Cell area per tile:
Bar = 20 um. The die is cut into 9 by 7 equal tiles; dark blue is low, red is high, 0 to 100% covered.
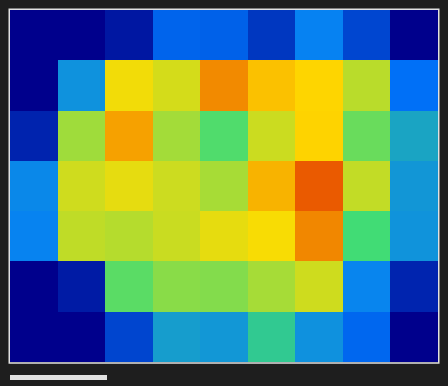
Routing congestion map:
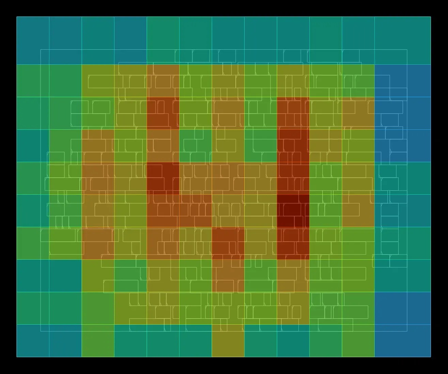
Sizing map:
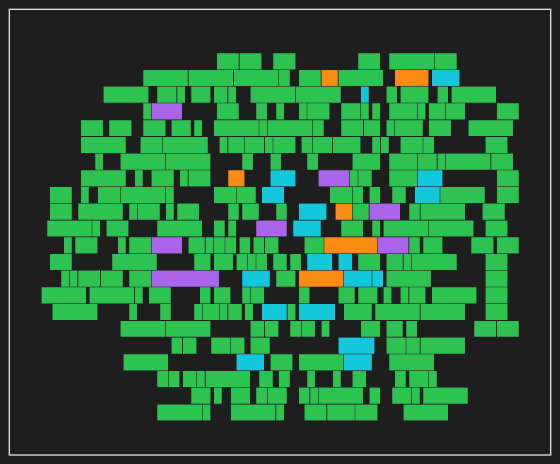
Placement by cell class:
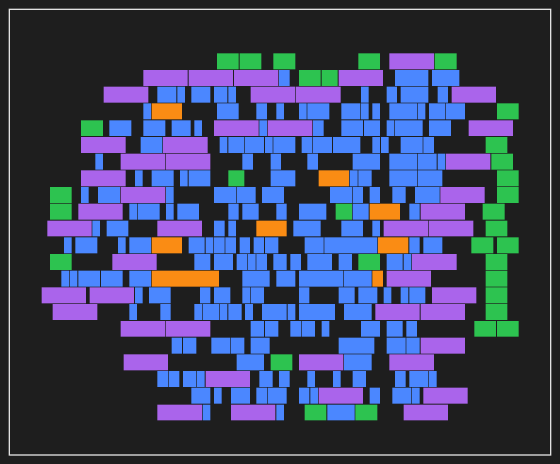
Signal metal coverage by tile:
Bar = 20 um. The die is cut into 18 by 14 equal tiles; dark blue is low, red is high, scaled to the fullest tile. Values are wire area over tile area, all layers added.
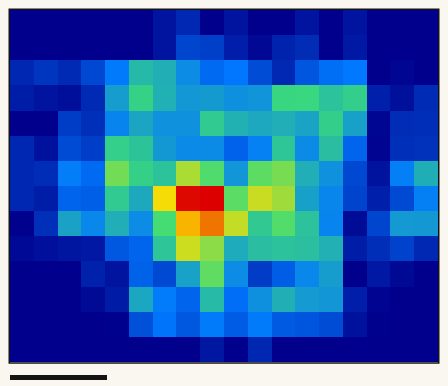
<file path="src/rtl/seg7_pkg.sv">
// Shared state type and segment constants for the seven-segment scan controller.
package seg7_pkg;

   typedef enum logic [1:0] {
      S_IDLE  = 2'd0,
      S_DRIVE = 2'd1,
      S_BLANK = 2'd2
   } scan_state_e;

   // Digit register reset value: blank bit set, hex value zero.
   localparam logic [4:0] BLANK_DATA = 5'b10000;

   // Entry n holds the {g,f,e,d,c,b,a} pattern for hex digit n (MSB entry is F).
   localparam logic [15:0][6:0] HEX_SEG = {
      7'h71, 7'h79, 7'h5E, 7'h39, 7'h7C, 7'h77, 7'h6F, 7'h7F,
      7'h07, 7'h7D, 7'h6D, 7'h66, 7'h4F, 7'h5B, 7'h06, 7'h3F
   };

endpackage

</file>
<file path="src/rtl/seg7_hex_decode.sv">
// Combinational decode of a 5-bit digit entry {blank, hex} to active-high segments.
module seg7_hex_decode
   import seg7_pkg::*;
(
   input  logic [4:0] data_i,
   output logic [6:0] seg_o
);

   assign seg_o = data_i[4] ? 7'h00 : HEX_SEG[data_i[3:0]];

endmodule

</file>
<file path="src/rtl/seg7_scan_ctrl.sv">
// Time-multiplexed seven-segment scan controller with per-digit registers.
// Optional inter-digit blanking is built when SEG7_SCAN_BLANK_EN is defined.
module seg7_scan_ctrl
   import seg7_pkg::*;
#(
   parameter int NDIG      = 4,
   parameter int PRESCALE  = 1000,
   parameter int BLANK_CYC = 16
) (
   input  logic                    clk,
   input  logic                    reset,
   input  logic                    enable,
   input  logic                    wr_en,
   input  logic [$clog2(NDIG)-1:0] wr_addr,
   input  logic [4:0]              wr_data,
   output logic [6:0]              led_out,
   output logic [6:0]              led_out_b,
   output logic [NDIG-1:0]         digit_sel,
   output logic                    frame_tick
);

   localparam int IW   = $clog2(NDIG);
   localparam int CMAX = (PRESCALE > BLANK_CYC) ? PRESCALE : BLANK_CYC;
   localparam int CW   = $clog2(CMAX);
   localparam logic [CW-1:0] DRIVE_LAST = CW'(PRESCALE - 1);
   localparam logic [IW-1:0] IDX_LAST   = IW'(NDIG - 1);
`ifdef SEG7_SCAN_BLANK_EN
   localparam logic [CW-1:0] BLANK_LAST = CW'(BLANK_CYC - 1);
`endif

   scan_state_e            state_q, state_d;
   logic [IW-1:0]          idx_q, idx_d;
   logic [CW-1:0]          cnt_q, cnt_d;
   logic                   slot_start;
   logic [NDIG-1:0][4:0]   digit_q;
   logic [4:0]             rd_data;
   logic [6:0]             dec_seg;
   logic [6:0]             led_out_q, led_out_d;
   logic [6:0]             led_out_b_q, led_out_b_d;
   logic [NDIG-1:0]        digit_sel_q, digit_sel_d;
   logic                   frame_tick_q, frame_tick_d;

   always_ff @(posedge clk) begin
      if (reset) begin
         state_q      <= S_IDLE;
         idx_q        <= '0;
         cnt_q        <= '0;
         led_out_q    <= '0;
         led_out_b_q  <= 7'h7F;
         digit_sel_q  <= '0;
         frame_tick_q <= 1'b0;
         for (int i = 0; i < NDIG; i++) digit_q[i] <= BLANK_DATA;
      end else begin
         state_q      <= state_d;
         idx_q        <= idx_d;
         cnt_q        <= cnt_d;
         led_out_q    <= led_out_d;
         led_out_b_q  <= led_out_b_d;
         digit_sel_q  <= digit_sel_d;
         frame_tick_q <= frame_tick_d;
         for (int i = 0; i < NDIG; i++)
            if (wr_en && wr_addr == IW'(i)) digit_q[i] <= wr_data;
      end
   end

   always_comb begin
      state_d    = state_q;
      idx_d      = idx_q;
      cnt_d      = cnt_q;
      slot_start = 1'b0;
      unique case (state_q)
         S_IDLE: begin
            state_d = S_DRIVE;
            idx_d   = '0;
            cnt_d   = '0;
         end
         S_DRIVE: begin
            if (cnt_q == DRIVE_LAST) begin
               idx_d = (idx_q == IDX_LAST) ? '0 : idx_q + 1'b1;
               cnt_d = '0;
`ifdef SEG7_SCAN_BLANK_EN
               state_d = S_BLANK;
`else
               slot_start = 1'b1;
`endif
            end else begin
               cnt_d = cnt_q + 1'b1;
            end
         end
`ifdef SEG7_SCAN_BLANK_EN
         S_BLANK: begin
            if (cnt_q == BLANK_LAST) begin
               state_d    = S_DRIVE;
               cnt_d      = '0;
               slot_start = 1'b1;
            end else begin
               cnt_d = cnt_q + 1'b1;
            end
         end
`endif
         default: begin
            state_d = S_IDLE;
            idx_d   = '0;
            cnt_d   = '0;
         end
      endcase
      if (!enable) begin
         state_d    = S_IDLE;
         idx_d      = '0;
         cnt_d      = '0;
         slot_start = 1'b0;
      end
   end

   // Forward a same-cycle write so the displayed digit never shows stale data.
   assign rd_data = (wr_en && wr_addr == idx_d) ? wr_data : digit_q[idx_d];

   seg7_hex_decode u_dec (
      .data_i (rd_data),
      .seg_o  (dec_seg)
   );

   always_comb begin
      led_out_d    = '0;
      led_out_b_d  = 7'h7F;
      digit_sel_d  = '0;
      frame_tick_d = 1'b0;
      if (state_d != S_IDLE) led_out_b_d = 7'h00;
      if (state_d == S_DRIVE) begin
         digit_sel_d  = NDIG'(1) << idx_d;
         led_out_d    = dec_seg;
         frame_tick_d = slot_start && (idx_d == '0);
      end
   end

   assign led_out    = led_out_q;
   assign led_out_b  = led_out_b_q;
   assign digit_sel  = digit_sel_q;
   assign frame_tick = frame_tick_q;

endmodule
</file>
<file path="config.mk">
export PLATFORM = sky130hd
export DESIGN_NAME = seg7_scan_ctrl
export DESIGN_NICKNAME = d
export VERILOG_FILES = /design/src/rtl/seg7_pkg.sv /design/src/rtl/seg7_hex_decode.sv /design/src/rtl/seg7_scan_ctrl.sv
export SDC_FILE = /design/constraint.sdc
export NUM_CORES = 1
export LEC_CHECK = 0
export ABC_AREA = 0
export CAP_MARGIN = 25
export CORE_ASPECT_RATIO = 0.8
export CORE_MARGIN = 5
export CORE_UTILIZATION = 50
export DETAILED_ROUTE_END_ITERATION = 10
export PLACE_DENSITY = 0.79
export SLEW_MARGIN = 15
export SYNTH_ARGS = -nofsm -noshare
export SYNTH_HDL_FRONTEND = slang
export SYNTH_SLANG_ARGS = --single-unit
</file>
<file path="constraint.sdc">
create_clock -name clk -period 4.1 [get_ports clk]
set_input_delay 0.41 -clock clk [delete_from_list [all_inputs] [get_ports clk]]
set_output_delay 0.41 -clock clk [all_outputs]
set_load 0.02 [all_outputs]
</file>
==> run summary <==
Figures from the implementation reports.

- The flow ran to the end, and the final reports show no timing, DRC or antenna violations.
- The post-synthesis net count reads 279.
- The cell sequence reported for the critical path is ha_1 > nand4bb_2 > o41ai_2 > a31oi_1 > o22ai_4 > o2111ai_1 > o21ai_1 > inv_1 > ha_1 > mux2_2 > a221oi_1.
- The worst IR drop on VDD reads ~0.21 mV.
- The logic area reads approximately 1400 um2.
- On the worst setup and hold paths after CTS, the clock-pin slew comes to approximately 90 ps.
- For this design, Yosys synthesis ends with a cell count of around 260.
- The top cell type's share of synthesized area reads 0.388.
- The highest metal layer used by the detailed router is met4.
- Setup repair after global routing left no endpoint under its margin.
- The clock buffer instance count of the final layout reads 6.
- The routed length on met2 reads 2.12 mm.
- The peak-usage layer in the global routing report reads met1.
- The number of endpoints failing setup at the final stage reads 0.
- The largest total area in the synthesized netlist belongs to dfxtp_1.
- The number of synthesized register bits reads 47.
- The clock-cell share of area reads 0.0414.
- The tightest hold path in the finished design has a slack of around 470 ps.
- The post-synthesis area per instance is between 9 and 10 um2.
- The final timing report lists a max-slew violation count of 0.
- The number of antenna violations at the first check in global routing reads 0.
- In the log, the iteration count for the first detailed-route pass is 4.
- The number of diodes reads 0.
- The sequential-to-total area share from yosys stat is 0.388.
- The clock group power is approximately 350 uW.
- The global placement routability congestion is between 0.9 and 1.
- The worst-case setup slack after placement reads 644 ps.
- The total area of sequential cells reads 941 um2.
- The count of input and output buffers reads 29.
- The flip-flop count of the largest register, all copies and words added is 20.
- The number of buffers added by the clock tree synthesis step is 5.
- The critical path class reads register to register.
- The biggest slice of the total power is consumed by registers.
- The count of tool warnings is 32.
- The sum of routed wire segments on met1 reads 2.66 mm.
- Looking at the gate-level netlist, the highest instance count belongs to dfxtp_1.
- The number of warnings reported in the yosys synthesis log reads 0.
- The number of gates given a new drive strength after cts reads 0.
- Counting instances in the post-synthesis netlist gives the leading cell types as dfxtp_1 (47), nor2_1 (34), mux2i_1 (21).
- The post-route DRC violation count reads 0.
- Tap insertion was completed with around 60 tapcells.
- Cell internal power was estimated by the tool at between 700 and 800 uW.
- The non-clock buffering overhead in the final layout reads 0.110.
- Buffers added to address setup during post-CTS repair amount to 0.
- In the synthesis report, Yosys lists the chip area as around 2400 um2.
- The most used cell along the critical path is ha_1.
- The number of distinct library cells after synthesis is between 50 and 60.
- The met3 wire length reads roughly 400 um.
- The TritonCTS clock tree is yes.
- The proportion of total power due to net switching reads 0.228.
- The type of origin of the critical path is a register.
- Dividing the final minimum period by the clock period gives 0.820.
- The number of buffers and inverters on the critical path is 1.
- The cell kind with the greatest summed area is combinational gates.
- Counting I/O delays and the setup requirement, the final critical path takes roughly 3400 ps.
- Max fanout on the critical path was recorded as 7.
- The most common logic cell in the final layout is dfxtp_1.
- STA classifies the critical path endpoint as a register.
- Looking at the clock tree report, the H-tree level count equals 2.
- The post-synth tally of flip-flops with integrated enable is 0.
Back to the opening pictures, 'cell area per tile':
nearly empty tiles: 13%
tiles over 75% full: 13%
densest ninth of the die: center
fullest tile: 90%
final cell utilization of the core: 0.610
starting density of the core: 0.521

Back to the opening pictures, 'routing congestion map':
met1 Use GR: 0.269
detail-routed net length per standard cell: 15.3 um
met2 demand-to-capacity share in global routing: 0.251
total routing resource utilization after global routing: 0.177

Back to the opening pictures, 'sizing map':
| size | color | cells |
|---|---|---|
| _2 cells | cyan | 18 |
| _6 and larger | purple | 7 |
| _0 and _1 cells | green | 251 |
| _3 and _4 cells | orange | 6 |
Setup WS post-layout: 739 ps
non-clock buffer total of the final layout: 32
Final Instance Area: 2840 um2
area delta synth->final: 17.1%

Back to the opening pictures, 'placement by cell class':
| class | color | cells |
|---|---|---|
| flops | purple | 47 |
| other buffers and delay cells | green | 32 |
| clock drivers and dummy loads | orange | 8 |
| combinational and other logic | blue | 195 |

Back to the opening pictures, 'signal metal coverage by tile':
emptiest ninth of the die: lower left
fullest tile: 0.67
densest ninth of the die: center
mean over tiles: 0.13
nearly empty tiles: 27%
tiles over half the peak: 7.5%
routed wire length: 5.23 mm
DR vias: 1942

logic make-up after synthesis:
| family | count (synthesis) | synth area share |
|---|---|---|
| flops | 47 | 0.388 |
| fa+ha+maj | 9 | 0.0465 |
| mux | 24 | 0.102 |
| other cells | 1 | 0.00155 |
| xor+xnor | 6 | 0.0217 |
| compound gates | 53 | 0.176 |
| simple gates | 92 | 0.211 |
| buf+inv | 27 | 0.0527 |
final timing paths:
path | cells past startpoint | end | start | slack (ps)
setup / recovery | 11 | led_out[6] | cnt_q[0] | 740
hold / removal | 1 | cnt_q[0] | cnt_q[0] | 470
setup reg to reg | 11 | led_out[6] | cnt_q[0] | 740
hold reg to reg | 1 | cnt_q[0] | cnt_q[0] | 470
Power and IR drop assume default switching activity.
